==> config.mk <==
export PLATFORM = sky130hd
export DESIGN_NAME = mat_operand_fetch
export DESIGN_NICKNAME = d
export VERILOG_FILES = /design/src/rtl/mat_operand_fetch.sv
export SDC_FILE = /design/constraint.sdc
export NUM_CORES = 1
export LEC_CHECK = 0
export CORE_UTILIZATION = 49
export CTS_BUF_LIST = sky130_fd_sc_hd__clkbuf_8
export DETAILED_ROUTE_END_ITERATION = 6
export PLACE_DENSITY = 0.87
export SYNTH_ARGS = -nofsm -noshare
export SYNTH_HDL_FRONTEND = slang
export SYNTH_SLANG_ARGS = --single-unit
==> constraint.sdc <==
create_clock -name Clock -period 2.35 [get_ports Clock]
set_input_delay 0.47 -clock Clock [delete_from_list [all_inputs] [get_ports Clock]]
set_output_delay 0.47 -clock Clock [all_outputs]
set_load 0.01 [all_outputs]
==> run_1/cell_density.png <==
The die is cut into 6 by 6 equal tiles; white is low, dark blue is high, 0 to 100% covered.
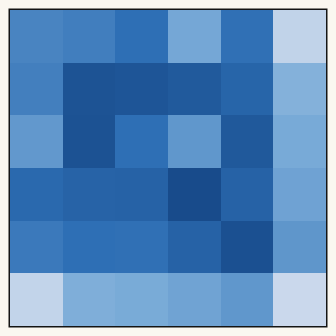
The mean over all tiles is 66%. The fullest tile reaches 89%. 36% of the tiles are over 75% full.
CORE AREA: 3340 um^2
final design utilization: 75.9%
Pre-Place Util: 51.4%

==> run_1/flops_by_reg.png <==
Bar = 20 um. Other sequential cells in the stronger grey, the rest of the logic in the fainter grey.
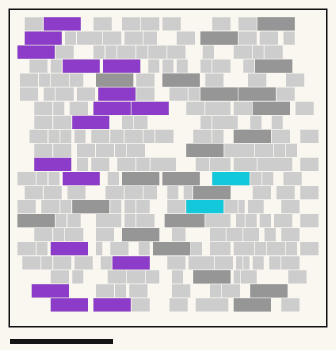
Out_B: drawn in purple, sequential cells 16. cnt_q: drawn in cyan, sequential cells 2.
Another 21 sequential cells are not coloured.
Seq/total area: 30.9%
Reg area: 782 um^2
sequential cell power: 0.000685 W

==> run_1/placement.png <==
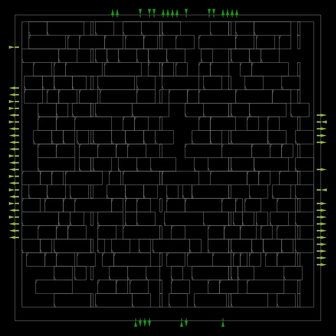
Tap Cells: 46
seq_cells: 39

==> ci_impl_report.md, run 1 <==
### Yosys + OpenROAD results

| Metric | Value |
|---|---|
| Mux area share | `20.0%` |
| YS chip area | `1720 um^2` |
| Main flop type | `dfxtp_1` |
| Dpl hpwl | `2420 um` |
| Reg clk slew, reported paths | `0.07 ns` |
| NumNets Final | `251` |
| Placed instance count | `261` |
| Root buffer cell | `clkbuf_8` |
| Initial antenna violation count | `0` |
| Die area | `3740 um^2` |
| Final WL | `3540 um` |
| Top-count cell post-synth | `nand2b_1` |
| Simple Share, Synth | `26.7%` |
| Comb power frac | `11.5%` |
| Largest net degree at the start of global routing | `60` |
| Die Wd | `61.2 um` |
| Worst vdd ir | `0.000402 V` |
| Power Dens Cells | `522 nW/um^2` |
| Status | `complete, no violations` |
| Period utilisation layout | `95.0%` |
| Total track usage | `20.0%` |
| Worst Setup Start Kind | `flip-flop` |
| Synth top area share | `45.5%` |
| Syn nets | `183` |
| Sw power | `0.000287 W` |
| Top Ports | `64` |
| CP Cell Sequence | `nand4bb_1 > bufinv_8 > clkdlybuf4s50_1` |
| FF-to-FF path depth | `2` |
| Levels on crit path | `3` |
| Setup-failing EPs final | `0` |
| Grt total ovfl | `0` |
## run 1: stage by stage
step                      hold WS, ns  area [um^2]  power, W
final                           0.473         2530   0.00132
after CTS                       0.478         2460   0.00133
after floorplan                 0.489         1720  0.000773
after detailed placement        0.462         2340  0.000840
after global routing            0.492         2530   0.00137
after global placement          0.457         2340  0.000835
## run 1: layout by cell type (no fill, tap or decap), types with 2 or more instances in the layout
cell type        count
mux2i_1             32
and2_1               2
nand2b_1            50
nor2_1               3
a21oi_1              2
buf_4               11
inv_1                2
dfxtp_1             38
clkbuf_8             7
nor2b_1              3
mux2_2               2
clkdlybuf4s50_1     63
## run 1: routing by layer
layer  global-route usage, %  vias up
li1                        -      676
met1                    23.2      618
met3                    8.82        7
met2                    31.7       48
met5                       0        -
met4                    9.42        0
## run 1: repair_timing
item                                    in CTS  in global routing
setup buffers                                0                  9
gates resized                                3                  1
endpoints found under the setup margin       5                  4
hold buffers                                 0                  0
hold endpoints to repair                     0                  0
pin swaps                                    0                  0
## run 1: worst reg2reg max path, delay by kind of cell, from the launching register on
family,cells,cell delay (ns)
muxes,1,0.32
and+or+nand+nor,1,0.62
DFF,1,0.40
## run 1: area by class of cell
class | instances | area [um^2] | area share (%)
tap | 46 | 57.6 | 2.27
sequential | 39 | 782 | 30.9
multi-input combinational | 109 | 857 | 33.9
clock buffer | 7 | 96.3 | 3.81
clock inverter | 1 | 3.75 | 0.148
inverter | 2 | 21.3 | 0.840
timing repair buffer | 74 | 713 | 28.2
## run 1: power by group through the flow
stage	clock, W	combinational (W)	sequential (W)
final	0.000485	0.000151	0.000685
after global routing	0.000524	0.000163	0.000687
after CTS	0.000498	0.000145	0.000685
after detailed placement	0	0.000140	0.000699
after global placement	0	0.000137	0.000698
after floorplan	0	0.0000734	0.000700
==> run 2, diff against run 1 <==
Settings changed: PLACE_DENSITY 0.87 to 0.88.
==> ci_impl_report.md, run 2 <==
### Yosys + OpenROAD results

| Metric | Value |
|---|---|
| Status | `complete, no violations` |
| Pleak | `0.977 nW` |
| YS chip area | `1720 um^2` |
| Power Dens Cells | `557 nW/um^2` |
| Worst vdd ir | `0.000318 V` |
| Levels on crit path | `3` |
| Worst-path fanout max | `11` |
| Sw power | `0.000296 W` |
| First-pass GRT wire length | `5490 um` |
| Die area | `3740 um^2` |
| Main flop type | `dfxtp_1` |
| Int Pwr | `0.00108 W` |
| WP buf/inv | `1` |
| Average cell area after synthesis | `10.5 um^2` |
| Syn nets | `183` |
| Relative slew slack | `62.5%` |
| Tot Pwr | `0.00138 W` |
| Htree depth | `2` |
| Post_cts resized | `1` |
| Initial antenna violation count | `0` |
| Period utilisation layout | `95.6%` |
| Total track usage | `20.2%` |
| FF-to-FF path depth | `2` |
| Dpl hpwl | `2440 um` |
| CP max stage delay | `0.52 ns` |
| Comb power frac | `10.4%` |
| NumNets Final | `243` |
| EDFF count, synth | `0` |
| Pre-Place Util | `51.4%` |
| Top-count cell post-synth | `nand2b_1` |
| Worst hold path depth | `2` |
| Setup-failing EPs final | `0` |
| Largest net degree at the start of global routing | `60` |
| Commonest Layout Cell | `clkdlybuf4s50_1` |
| Hold bufs inserted after CTS | `0` |
| Slowest CP cell | `clkdlybuf4s50_1` |
| Seq cells post-synth | `39` |
| Synth top area share | `45.5%` |
| DRC | `0` |
| CORE AREA | `3340 um^2` |
| Top Ports | `64` |
| CP Cell Sequence | `nor3b_4 > and2_1 > clkdlybuf4s50_1` |
| Clock share of power | `39.8%` |
| Sw Ratio | `21.5%` |
| Reg clk slew, reported paths | `0.07 ns` |
| Worst Setup Start Kind | `flip-flop` |
| Root buffer cell | `clkbuf_8` |
[run 2: cell types whose count changed in the layout (fill, tap and decap cells not counted), sizes merged]
cell	before	now
clkinv	0	2
clkbuf	7	5
buf	11	3
[run 2: stage by stage]
stage	hold WS, ns	cells	setup WS [ns]	utilization, %	area, um^2
floorplan	0.489	163	0.640	-	1720
global placement	0.458	262	0.312	70.3	2350
detailed placement	0.460	262	0.244	70.3	2350
CTS	0.480	270	0.0656	73.9	2460
global route	0.494	270	0.00776	74.1	2470
finish	0.475	270	0.104	74.1	2470
[run 2: power groups by stage]
stage | combinational [W] | sequential (W) | clock (W)
final | 0.000144 | 0.000685 | 0.000547
after global routing | 0.000154 | 0.000687 | 0.000587
after CTS | 0.000143 | 0.000684 | 0.000558
after detailed placement | 0.000142 | 0.000699 | 0
after global placement | 0.000138 | 0.000698 | 0
after floorplan | 0.0000734 | 0.000700 | 0
[run 2: final cells by class]
type                    instances  area (um^2)  area share [%]
well taps                      46         57.6            2.33
inverters                       2         10.0           0.405
flip-flops and latches         39          781            31.6
clock buffers                   5         68.8            2.78
clock inverters                 3         43.8            1.77
multi-input cells             109          857            34.7
repair buffers                 66          653            26.4
[run 2: layer usage]
metal	track usage, %	part of all wire [%]	wire, um
met1	25.4	45	1600
met2	32.3	48	1700
met3	7.77	7.1	254
met4	5.84	0.50	18
met5	0	0	0
[run 2: cell families (layout without fill, tap and decap cells)]
group | after synthesis | count (layout) | synth area share (%)
buffers and inverters | 15 | 76 | 5.25
AND-OR/OR-AND | 6 | 6 | 2.62
AND/OR/NAND/NOR | 69 | 69 | 26.7
flip-flops | 39 | 39 | 45.5
multiplexers | 34 | 34 | 20.0
[run 2: worst min-delay path, stage by stage, from the launching register on]
cell and delay, ns:
dfxtp_1 0.31, nand2b_1 0.06, mux2i_1 0.06
==> run_2/flops_by_reg.png <==
Bar = 20 um. Other sequential cells in the stronger grey, the rest of the logic in the fainter grey.
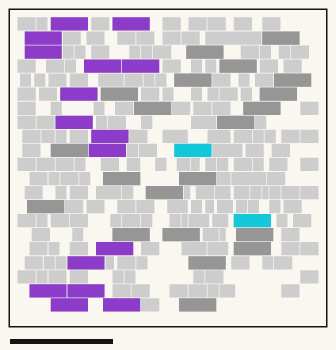
Out_B: drawn in purple, sequential cells 16. cnt_q: drawn in cyan, sequential cells 2.
final design utilization: 74.1%
Seq/total area: 31.6%

==> run_2/layer_met3.png <==
Bar = 20 um.
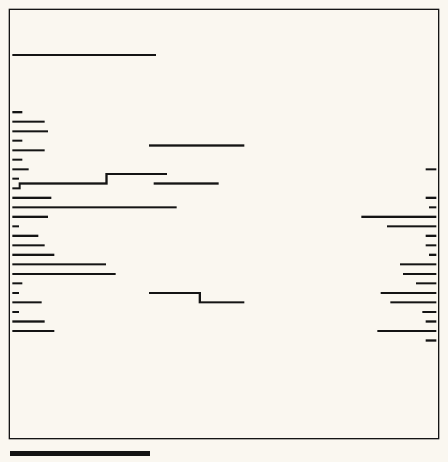
The longest straight run is 23.2 um. The layer carries 254 um of wire. The layer holds 7.1% of the routed length.
grt met3 use: 7.77%
DR vias: 1,307
final WL: 3570 um

No activity file was given, so power comes from the tool's default toggle rates.
